### Met1 routing

Supply wires on this layer in gray.
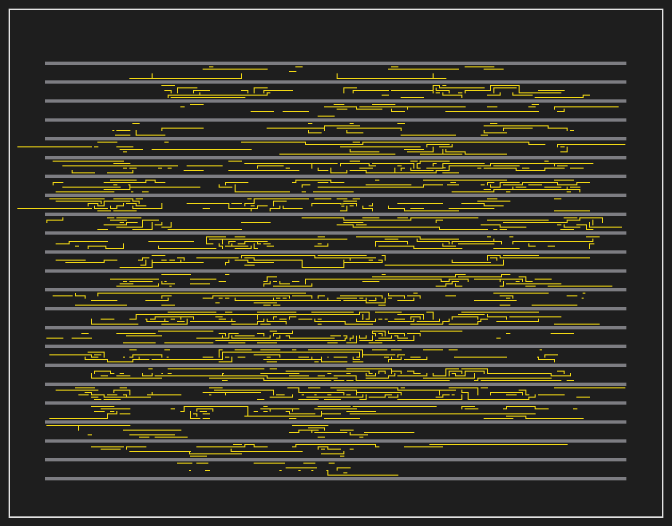
### Cells colored by class

The bar under the picture is 20 um long. Fill, decap, tap and diode cells in gray.
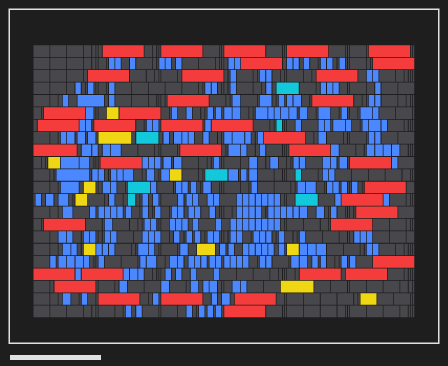
### Cell area per tile

The die is cut into 9 by 7 equal tiles; white is low, dark blue is high, 0 to 100% covered.
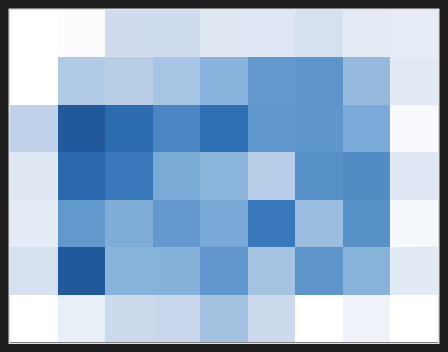
## config.mk

```make
export PLATFORM = sky130hd
export DESIGN_NAME = alu_issue_ctrl
export DESIGN_NICKNAME = d
export VERILOG_FILES = /design/src/rtl/alu_issue_ctrl.sv
export SDC_FILE = /design/constraint.sdc
export NUM_CORES = 1
export LEC_CHECK = 0
export ABC_AREA = 1
export CAP_MARGIN = 20
export CORE_ASPECT_RATIO = 0.75
export CORE_MARGIN = 5
export CORE_UTILIZATION = 45
export CTS_CLUSTER_SIZE = 8
export DETAILED_ROUTE_END_ITERATION = 16
export DONT_BUFFER_PORTS = 1
export GPL_ROUTABILITY_DRIVEN = 0
export MAX_ROUTING_LAYER = met4
export REMOVE_ABC_BUFFERS = 1
export SLEW_MARGIN = 0
export SYNTH_ARGS = -nofsm -noshare
export SYNTH_HDL_FRONTEND = slang
export SYNTH_SLANG_ARGS = --single-unit
export TNS_END_PERCENT = 1
```

## constraint.sdc

```tcl
create_clock -name clk -period 1.5 [get_ports clk]
set_input_delay 0.225 -clock clk [delete_from_list [all_inputs] [get_ports clk]]
set_output_delay 0.225 -clock clk [all_outputs]
set_load 0.01 [all_outputs]
```

## src/rtl/alu_issue_ctrl.sv

```systemverilog
// alu_issue_ctrl: issues register-file commands to an external combinational ALU and returns results over valid/ready
module alu_issue_ctrl #(
  parameter int NREG = 4
) (
  input  logic       clk,
  input  logic       rst_n,
  input  logic       cmd_valid,
  output logic       cmd_ready,
  input  logic       cmd_load,
  input  logic [2:0] cmd_op,
  input  logic [1:0] cmd_rd,
  input  logic [1:0] cmd_rs1,
  input  logic [1:0] cmd_rs2,
  input  logic [3:0] cmd_imm,
  output logic [2:0] S,
  output logic [3:0] A,
  output logic [3:0] B,
  input  logic [4:0] result,
  output logic       rsp_valid,
  input  logic       rsp_ready,
  output logic [4:0] rsp_data,
  output logic [1:0] rsp_rd,
  output logic       flag
);
  typedef enum logic [1:0] {IDLE, EXEC, RESP} state_t;
  state_t     r_state, w_next;
  logic [3:0] r_rf [NREG];
  logic [1:0] r_rd;
  logic       w_accept;
  assign w_accept  = (r_state == IDLE) && cmd_valid;
  assign cmd_ready = (r_state == IDLE);
  assign rsp_valid = (r_state == RESP);
  always_comb begin
    w_next = IDLE;
    w_next = (r_state == IDLE) ? (cmd_valid ? (cmd_load ? RESP : EXEC) : IDLE) :
             (r_state == EXEC) ? RESP :
             (r_state == RESP) ? (rsp_ready ? IDLE : RESP) : IDLE;
  end
  always_ff @(posedge clk or negedge rst_n)
    if (!rst_n) r_state <= IDLE;
    else        r_state <= w_next;
  // Reset drops any in-flight op before writeback.
  always_ff @(posedge clk or negedge rst_n) begin
    if (!rst_n) begin
      S        <= '0;
      A        <= '0;
      B        <= '0;
      r_rd     <= '0;
      rsp_data <= '0;
      rsp_rd   <= '0;
      flag     <= 1'b0;
      for (int i = 0; i < NREG; i++) r_rf[i] <= '0;
    end else if (w_accept && !cmd_load) begin
      S    <= cmd_op;
      A    <= r_rf[cmd_rs1];
      B    <= r_rf[cmd_rs2];
      r_rd <= cmd_rd;
    end else if (w_accept) begin
      r_rf[cmd_rd] <= cmd_imm;
      rsp_data     <= {1'b0, cmd_imm};
      rsp_rd       <= cmd_rd;
    end else if (r_state == EXEC) begin
      r_rf[r_rd] <= result[3:0];
      flag       <= result[4];
      rsp_data   <= result;
      rsp_rd     <= r_rd;
    end
  end
endmodule

```

==> results.sh <==
# implementation run metrics
export IMPL_nNetsFinal=382
export IMPL_use_met3_pct=4.742
export IMPL_dp_hpwl_um=4280
export IMPL_crit_cells=7
export IMPL_placementRows=22
export IMPL_die_x_um=93.93
export IMPL_syn_area_mm2=0.002377
export IMPL_wl_met1_um=2926
export IMPL_synth_flop_count=39
export IMPL_netlist_instances=356
export IMPL_path_delay_family="simple AND/OR/NAND/NOR gates"
export IMPL_holdPathEnd="S[1]"
export IMPL_synthArstFlopShare_pct=100.0
export IMPL_status="complete, no violations"
export IMPL_drt_iter0_drc=252
export IMPL_ys_sh_xor_pct=0
export IMPL_setup_viol=0
export IMPL_grt_pass1_vias=1879
export IMPL_core_mm2=0.005010
export IMPL_p_int_mw=2.153
export IMPL_cts_sinks=39
export IMPL_hold_violations=0
export IMPL_routed_wl_um=5804
export IMPL_topCellsByArea="dfrtp_1, nand2_1, nor2_1"
export IMPL_grt_pass1_wl_um=9570
export IMPL_final_max_slew_viol_count=0
export IMPL_critPathCaptureType="flop"
export IMPL_drv_cap=0
export IMPL_drive_above_1_share_pct=9.444
export IMPL_diodes=0
export IMPL_clk_pin_slew_ns=0.07
export IMPL_period_minus_slack_ns=1.434
export IMPL_cp_endpoint="r_rf[12]"
export IMPL_muxShareOfSynthArea_pct=0
export IMPL_critPathRequiredTime_ns=1.68
export IMPL_top_usage_layer="met1"
export IMPL_syn2layout_area_growth_pct=7.947
export IMPL_globalRouteMet1Util_pct=27.28
export IMPL_worstPathArrival_ns=1.61
export IMPL_grt_use_met2_pct=24.78
export IMPL_comb_area_mm2=0.001175
export IMPL_clkPwrFrac_pct=19.0
export IMPL_relSlewSlack_pct=85.13
export IMPL_antenna_found_initial=0
export IMPL_whs_ns=0.05028
export IMPL_ys_sh_simple_pct=38.79
export IMPL_enable_flop_cells=0
export IMPL_drc=0
export IMPL_fp_util_pct=47.45
export IMPL_first_pass_iters=5
export IMPL_ys_sh_aoi_pct=9.947
export IMPL_critPathBufInv=1
export IMPL_ir_drop_v=0.0007796
export IMPL_die_h_um=72.95
export IMPL_fin_ws_ns=0.06579
export IMPL_synthAdderAreaFrac_pct=0
export IMPL_swShare_pct=39.95
export IMPL_drt_wirelength_per_cell_um=13.44
export IMPL_startpoint_type="flop"
export IMPL_tightestPinTransition_ns=0.2226
export IMPL_syn_avg_cell_area_um2=6.678
export IMPL_r2r_end="r_rf[12]"
export IMPL_clk_latency_ns=0.28
export IMPL_worstSetupPathType="flop to flop"
export IMPL_yosysTopAreaCell="dfrtp_1"
export IMPL_top_cell="nand2_1"
export IMPL_timing_fmax_mhz=697.2
export IMPL_cp_startpoint="r_state[1]"
export IMPL_cts_buffer_depth=2
export IMPL_ff2ff_path_depth=7
export IMPL_p_seq_share_pct=49.8
export IMPL_ys_warn_count=0
export IMPL_overflow=0
export IMPL_cts_made_buffers=5
export IMPL_fin_skew_ns=0.001418
export IMPL_fin_setup_tns_ns=0
export IMPL_ys_seq_share_pct=41.05
export IMPL_r2r_slack_ns=0.07
export IMPL_grt_total_usage_pct=18.38
export IMPL_synth_cell_types=19
export IMPL_viasPerCell=4.998
## Picture notes: 'Met1 routing'
wire length on this layer: 2930 um
main direction: horizontal
share of all routed wire: 50%
nets with wire on the layer: 344
longest straight run: 32.2 um

## Picture notes: 'Cells colored by class'
| color | class | cells |
|---|---|---|
| cyan | clock drivers and dummy loads | 8 |
| blue | all other logic | 302 |
| yellow | other buffers and delay cells | 11 |
| red | flops | 39 |

## Picture notes: 'Cell area per tile'
fullest tile: 83%
nearly empty tiles: 9.5%
tiles over 75% full: 6.3%
mean over tiles: 36%

[sequential cells by signal, indices dropped and copies added, names as in the netlist, 2 cells and up]
signal and cells:
r_state 2, rsp_rd 2, A 4, r_rf 16, B 4, S 3
rsp_data 5, r_rd 2
[cell usage in the layout, fill, tap and decap left out, drive strengths merged]
| cell | netlist | final |
|---|---|---|
| inv | 34 | 33 |
| nand3 | 21 | 21 |
| dlygate4sd3 | 0 | 1 |
| a21oi | 11 | 11 |
| clkinv | 0 | 2 |
| clkbuf | 2 | 7 |
| nor2 | 40 | 40 |
| o21ai | 22 | 22 |
| buf | 13 | 10 |
| dfrtp | 39 | 39 |
| o211ai | 8 | 8 |
| or2 | 1 | 1 |
| nor3 | 1 | 1 |
| nand2 | 164 | 164 |
[layout make-up]
cell class	count	area share, %
timing repair buffer	11	4.437
tap	72	3.510
inverter	34	5.022
sequential	39	38.08
clock inverter	1	0.1950
clock buffer	7	2.974
multi-input combinational	268	45.78
[per-stage QoR]
stage	utilization [%]	total power, mW	area, um^2	instances
after floorplan	-	2.519	2262	341
after global placement	48.00	2.837	2405	420
after detailed placement	48.00	2.843	2405	420
after CTS	50.77	3.608	2544	432
after global routing	51.22	3.899	2566	432
final	51.22	3.585	2566	432
[power groups by stage]
stage | clock [mW] | combinational, mW | sequential, mW
after floorplan | 0 | 0.807 | 1.71
after detailed placement | 0 | 1.04 | 1.81
final | 0.680 | 1.12 | 1.78
after global placement | 0 | 1.04 | 1.80
after CTS | 0.721 | 1.10 | 1.79
after global routing | 0.767 | 1.29 | 1.84
[what timing repair did]
item / in CTS / in global routing
gates cloned: 0 / 0
gates resized: 0 / 7
pin swaps: 1 / 3
endpoints found under the hold margin: 39 / 0
buffers inserted: 2 / 0
endpoints found under the setup margin: 3 / 26
hold buffers: 2 / 0
Power and IR drop assume default switching activity.
